[config.mk]
export PLATFORM = sky130hd
export DESIGN_NAME = bus_arbiter_rr
export DESIGN_NICKNAME = d
export VERILOG_FILES = /design/src/rtl/bus_arb_pkg.sv /design/src/rtl/bus_arbiter_rr_picker.sv /design/src/rtl/bus_arbiter_rr.sv
export SDC_FILE = /design/constraint.sdc
export NUM_CORES = 1
export LEC_CHECK = 0
export CAP_MARGIN = 20
export CELL_PAD_IN_SITES_DETAIL_PLACEMENT = 1
export CELL_PAD_IN_SITES_GLOBAL_PLACEMENT = 1
export CORE_MARGIN = 2
export CORE_UTILIZATION = 48
export CTS_BUF_LIST = sky130_fd_sc_hd__clkbuf_4
export DETAILED_ROUTE_END_ITERATION = 6
export MAX_ROUTING_LAYER = met4
export PLACE_DENSITY_LB_ADDON = 0.1
export SETUP_SLACK_MARGIN = 0.5
export SLEW_MARGIN = 30
export SYNTH_ARGS = -nofsm -noshare
export SYNTH_HDL_FRONTEND = slang
export SYNTH_SLANG_ARGS = --single-unit
[constraint.sdc]
create_clock -name GlobalClock -period 6.6 [get_ports GlobalClock]
set_input_delay 1.32 -clock GlobalClock [delete_from_list [all_inputs] [get_ports GlobalClock]]
set_output_delay 1.32 -clock GlobalClock [all_outputs]
set_load 0.02 [all_outputs]
[src/rtl/bus_arb_pkg.sv]
// Shared definitions for the round-robin bus arbiter: FSM encoding, default
// parameter values and the one-hot to index helper.
`default_nettype none

package bus_arb_pkg;

   typedef enum logic [1:0] {
      IDLE       = 2'd0,
      GRANT      = 2'd1,
      TURNAROUND = 2'd2
   } arb_state_t;

   localparam int DEF_NUM_REQ     = 4;
   localparam int DEF_MAX_HOLD    = 16;
   localparam int DEF_TURN_CYCLES = 1;
   localparam int DEF_ID_W        = 2;

   // Supports up to 8 requesters; callers zero-extend narrower vectors.
   function automatic logic [2:0] onehot_to_idx(input logic [7:0] onehot);
      logic [2:0] idx;
      idx = 3'd0;
      for (int i = 0; i < 8; i++) begin
         if (onehot[i]) begin
            idx = 3'(i);
         end
      end
      return idx;
   endfunction

endpackage

`default_nettype wire

[src/rtl/bus_arbiter_rr_picker.sv]
// rr_priority_picker: combinational round-robin search starting one above ptr.
`default_nettype none

module rr_priority_picker #(
   parameter int NUM_REQ = 4,
   parameter int ID_W    = 2
) (
   input  logic [NUM_REQ-1:0] req,
   input  logic [ID_W-1:0]    ptr,
   output logic [NUM_REQ-1:0] winner,
   output logic               valid
);

   always_comb begin
      logic [ID_W-1:0] idx;
      winner = '0;
      valid  = 1'b0;
      idx    = '0;
      for (int off = 1; off <= NUM_REQ; off++) begin
         idx = ID_W'((int'(ptr) + off) % NUM_REQ);
         if (!valid && req[idx]) begin
            winner[idx] = 1'b1;
            valid       = 1'b1;
         end
      end
   end

endmodule

`default_nettype wire

[src/rtl/bus_arbiter_rr.sv]
// bus_arbiter_rr: round-robin owner of a shared bus with bounded hold time
// and all-drivers-off turnaround cycles between owners.
`default_nettype none

module bus_arbiter_rr
   import bus_arb_pkg::*;
#(
   parameter int NUM_REQ     = DEF_NUM_REQ,
   parameter int MAX_HOLD    = DEF_MAX_HOLD,
   parameter int TURN_CYCLES = DEF_TURN_CYCLES,
   parameter int ID_W        = DEF_ID_W
) (
   input  logic               GlobalClock,
   input  logic               Reset_n,
   input  logic [NUM_REQ-1:0] Req,
   output logic [NUM_REQ-1:0] Grant,
   output logic [NUM_REQ-1:0] Bus_Enable,
   output logic [ID_W-1:0]    Grant_Id,
   output logic               Bus_Busy,
   output logic               Preempt
);

   localparam logic [ID_W-1:0] PTR_RESET  = ID_W'(NUM_REQ - 1);
   localparam logic [7:0]      HOLD_LIMIT = 8'(MAX_HOLD);
   localparam logic [1:0]      TURN_LIMIT = 2'(TURN_CYCLES);

   arb_state_t         state;
   logic [ID_W-1:0]    ptr;
   logic [7:0]         hold_cnt;
   logic [1:0]         turn_cnt;
   logic [NUM_REQ-1:0] grant_q;
   logic [ID_W-1:0]    grant_id_q;
   logic               busy_q;
   logic               preempt_q;

   logic [NUM_REQ-1:0] pick_onehot;
   logic               pick_valid;
   logic [ID_W-1:0]    pick_id;
   logic               owner_req;

   rr_priority_picker #(
      .NUM_REQ (NUM_REQ),
      .ID_W    (ID_W)
   ) u_picker (
      .req    (Req),
      .ptr    (ptr),
      .winner (pick_onehot),
      .valid  (pick_valid)
   );

   assign pick_id   = ID_W'(onehot_to_idx(8'(pick_onehot)));
   assign owner_req = |(Req & grant_q);

   always_ff @(posedge GlobalClock or negedge Reset_n) begin
      if (!Reset_n) begin
         state      <= IDLE;
         ptr        <= PTR_RESET;
         hold_cnt   <= 8'd0;
         turn_cnt   <= 2'd0;
         grant_q    <= '0;
         grant_id_q <= '0;
         busy_q     <= 1'b0;
         preempt_q  <= 1'b0;
      end else begin
         preempt_q <= 1'b0;
         case (state)
            IDLE: begin
               if (pick_valid) begin
                  state      <= GRANT;
                  grant_q    <= pick_onehot;
                  grant_id_q <= pick_id;
                  hold_cnt   <= 8'd1;
                  busy_q     <= 1'b1;
               end else begin
                  grant_q    <= '0;
                  grant_id_q <= '0;
                  busy_q     <= 1'b0;
               end
            end
            GRANT: begin
               // A still-requesting owner leaving here can only mean the hold limit hit.
               if (!owner_req || (hold_cnt >= HOLD_LIMIT)) begin
                  state      <= TURNAROUND;
                  ptr        <= grant_id_q;
                  grant_q    <= '0;
                  grant_id_q <= '0;
                  hold_cnt   <= 8'd0;
                  turn_cnt   <= 2'd1;
                  busy_q     <= 1'b1;
                  preempt_q  <= owner_req;
               end else begin
                  hold_cnt <= hold_cnt + 8'd1;
               end
            end
            TURNAROUND: begin
               if (turn_cnt >= TURN_LIMIT) begin
                  turn_cnt <= 2'd0;
                  if (pick_valid) begin
                     state      <= GRANT;
                     grant_q    <= pick_onehot;
                     grant_id_q <= pick_id;
                     hold_cnt   <= 8'd1;
                     busy_q     <= 1'b1;
                  end else begin
                     state  <= IDLE;
                     busy_q <= 1'b0;
                  end
               end else begin
                  turn_cnt <= turn_cnt + 2'd1;
               end
            end
            default: begin
               state      <= IDLE;
               ptr        <= PTR_RESET;
               hold_cnt   <= 8'd0;
               turn_cnt   <= 2'd0;
               grant_q    <= '0;
               grant_id_q <= '0;
               busy_q     <= 1'b0;
            end
         endcase
      end
   end

   assign Grant      = grant_q;
   assign Bus_Enable = grant_q;
   assign Grant_Id   = grant_id_q;
   assign Bus_Busy   = busy_q;
   assign Preempt    = preempt_q;

endmodule

`default_nettype wire

Fig. 1: met1 routing
Cells faint in the background.
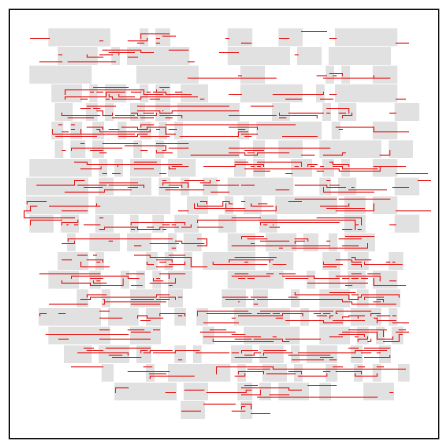
main direction: horizontal
wire length on this layer: 1650 µm
longest straight run: 23.0 µm

==> reports/results.ini <==
[critical_path]
cp-end-kind = flip-flop
cp.required_ns = 6.79
reg2reg_setup_slack_ns = 3.62
ff2ff_path_depth = 7
cp_data_arrival_time_ns = 3.45
cp-start-kind = input pin
regToRegStartpoint = ptr[0]$_DFFE_PN1P_

[clocking]
clk-insertion-delay-late_ns = 0.31
post_cts_buffers = 0
cts_tree = built
cts_inserted_buffers = 3
root_buffer = clkbuf_4
clk_pin_slew_ns = 0.13
cts_sinks = 22
cts_buffer_depth = 2
htreeDepth = 1

[synthesis]
xor_area_share_pct = 0
synthFlopType = dfrtp_1
synth_area_leader_cell = dfrtp_1
yosysCellCount = 177
syn_nets = 200
synth_area_um2 = 1640
syn_inst = 177
ys_sh_adder_pct = 13.0
logic_family = simple AND/OR/NAND/NOR gates
synth_top_area_share_pct = 30.5
yosys_area_um2 = 1640
edf_count = 0
ys_seq_share_pct = 33.7
synthArstFlopShare_pct = 100
ys.flops = 22
yosys.cell_types.count = 44
top_cells_by_area = dfrtp_1 (30%), ha_1 (13%), nand2_1 (5.3%)
syn_avg_cell_area_um2 = 9.27

[drt]
dr.pass1.iters = 4
routed_via_density = 5.91
wl_per_cell_um = 18.1
drc_errors = 0
totalWireLength_um = 4200
vias = 1372
antenna_left = 0
drtIter0Drc = 78

[final_layout]
largestClassByArea = logic gates
comb_share_pct = 53.2
stdcell_count = 232
drive_above_1_share_pct = 10.2
buffers = 17
diodes = 0
nNonClkInverters = 9
fin_nets = 210
nClkBuffers = 3
seq_area_um2 = 553
layout.nonclk_buf_share_pct = 8.97
area_growth_pct = 12.2
num-multi-input-gates = 134

[floorplan]
rows = 21
fp.dieH_um = 62.5
dieArea_um2 = 3900
pin_count = 18
fp-utilization_pct = 49.6

[min_path]
min_path_cells = 2
hold_class = flip-flop to flip-flop
min_to = hold_cnt[7]$_DFFE_PN0P_

[job]
warnings = 40
drv_cap = 0

[sta]
maxSlewHeadroom_pct = 65.2
tightest_slew_ns = 0.521
max_freq_mhz = 307
rsz0062_at_grt = no
fin_skew_ns = 0.00984
post-route-period-util_pct = 49.3
fin_crit_ns = 3.25
setup_viol = 0

[run_status]
status = finished clean

[power]
peakVddDrop_mv = 0.371
p_leak_nw = 0.855
combPwrFrac_pct = 57.3
pwr_density_cell_nw_per_um2 = 419

[placed_design]
dp.cells = 228
place.gp.congestion = 0.785

[grt]
track_usage_pct = 24.1
grt_pass1_vias = 1500
grt_remaining_overflow = 0
grt_max_degree = 23

Fig. 2: signal wires on met2
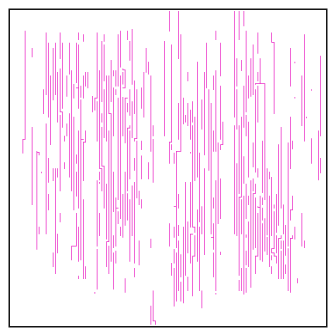
wire length on this layer: 2310 µm
nets with wire on the layer: 179
share of all routed wire: 55%
main direction: vertical
longest straight run: 31.6 µm

worst max-delay path, cell delays in order:
cell	delay (ns)
clkdlybuf4s50_1	0.60
nor4_4	0.51
o21ai_1	0.19
and2_1	0.30
and4_1	0.28
a31oi_1	0.18
a21oi_1	0.06
cells in the final DEF, fill, tap and decap left out, types with 3 or more instances in the layout:
cell type / synthesis / layout
o21ai_0: 9 / 9
a21oi_1: 7 / 7
ha_1: 17 / 17
nand4_1: 3 / 3
clkbuf_4: 0 / 3
a22oi_1: 3 / 3
mux4_2: 3 / 3
nor2_1: 12 / 12
dfrtp_1: 20 / 20
o211ai_1: 3 / 3
nand3_1: 8 / 8
mux2i_1: 6 / 6
nor3_1: 4 / 4
clkdlybuf4s50_1: 0 / 16
nand2_1: 23 / 23
a31oi_1: 3 / 3
o21ai_1: 4 / 4
inv_1: 9 / 9
through the flow:
stage                     area, µm²  total power, mW  util [%]  hold slack (ns)  setup WS [ns]
after global placement         1790            0.643      54.2            0.469           3.12
after detailed placement       1790            0.665      54.0            0.478           3.07
after floorplan                1640            0.538         -            0.463           3.76
after CTS                      1840            0.776      55.6            0.514           3.38
final                          1840            0.772      55.6            0.516           3.35
after global routing           1840            0.832      55.6            0.523           3.24
power groups by stage:
stage	Sequential [mW]	Clock [mW]	Combinational [mW]
after global placement	0.227	0	0.416
after CTS	0.227	0.106	0.443
after global routing	0.236	0.110	0.487
after detailed placement	0.230	0	0.435
after floorplan	0.226	0	0.312
final	0.227	0.102	0.443
worst max path at each step:
stage / start / end / slack (ns) / cells past startpoint
finish: Req[1] / hold_cnt[6]$_DFFE_PN0P_ / 3.35 / 7
global route: Req[3] / Grant_Id[0]$_DFFE_PN0P_ / 3.24 / 7
CTS: Req[1] / hold_cnt[6]$_DFFE_PN0P_ / 3.38 / 7
detailed placement: Req[3] / Grant_Id[1]$_DFFE_PN0P_ / 3.07 / 7
global placement: Req[3] / Grant_Id[1]$_DFFE_PN0P_ / 3.12 / 7
floorplan: Req[2] / Grant_Id[1]$_DFFE_PN0P_ / 3.76 / 6
flip-flops by register name (all words and copies together), names as in the netlist:
name	cells
turn_cnt	2
Bus_Busy	1
state	2
Preempt	1
Bus_Enable	4
ptr	2
Grant_Id	2
hold_cnt	8
layer usage:
layer / share of wire [%] / up-vias / GRT usage, %
li1: - / 650 / -
met1: 39 / 681 / 26.0
met2: 55 / 33 / 44.6
met3: 3.7 / 8 / 4.32
met4: 2.0 / 0 / 7.50
met5: 0 / - / -
cell families (layout without fill, tap and decap cells):
| group | after synthesis | after routing |
|---|---|---|
| simple gates | 66 | 66 |
| compound gates | 40 | 40 |
| flops | 22 | 22 |
| buf+inv | 21 | 30 |
| fa+ha+maj | 17 | 17 |
| mux | 11 | 11 |
Yosys cell counts, types with 2 or more instances:
cell type  instances
o21ai_1            4
nand4_1            3
nand2b_1           2
mux4_2             3
o211ai_1           3
nand3_1            8
dfrtp_1           20
a31oi_1            3
a32oi_1            2
buf_2              6
a21o_1             2
nand2_1           23
inv_1              9
a21oi_1            7
mux2i_1            6
and3_1             2
nor3_1             4
buf_4              4
o21ai_0            9
nor2_1            12
dfstp_2            2
a22oi_1            3
ha_1              17
mux2_2             2
a211o_1            2
Power is estimated from default activity; no workload was simulated.
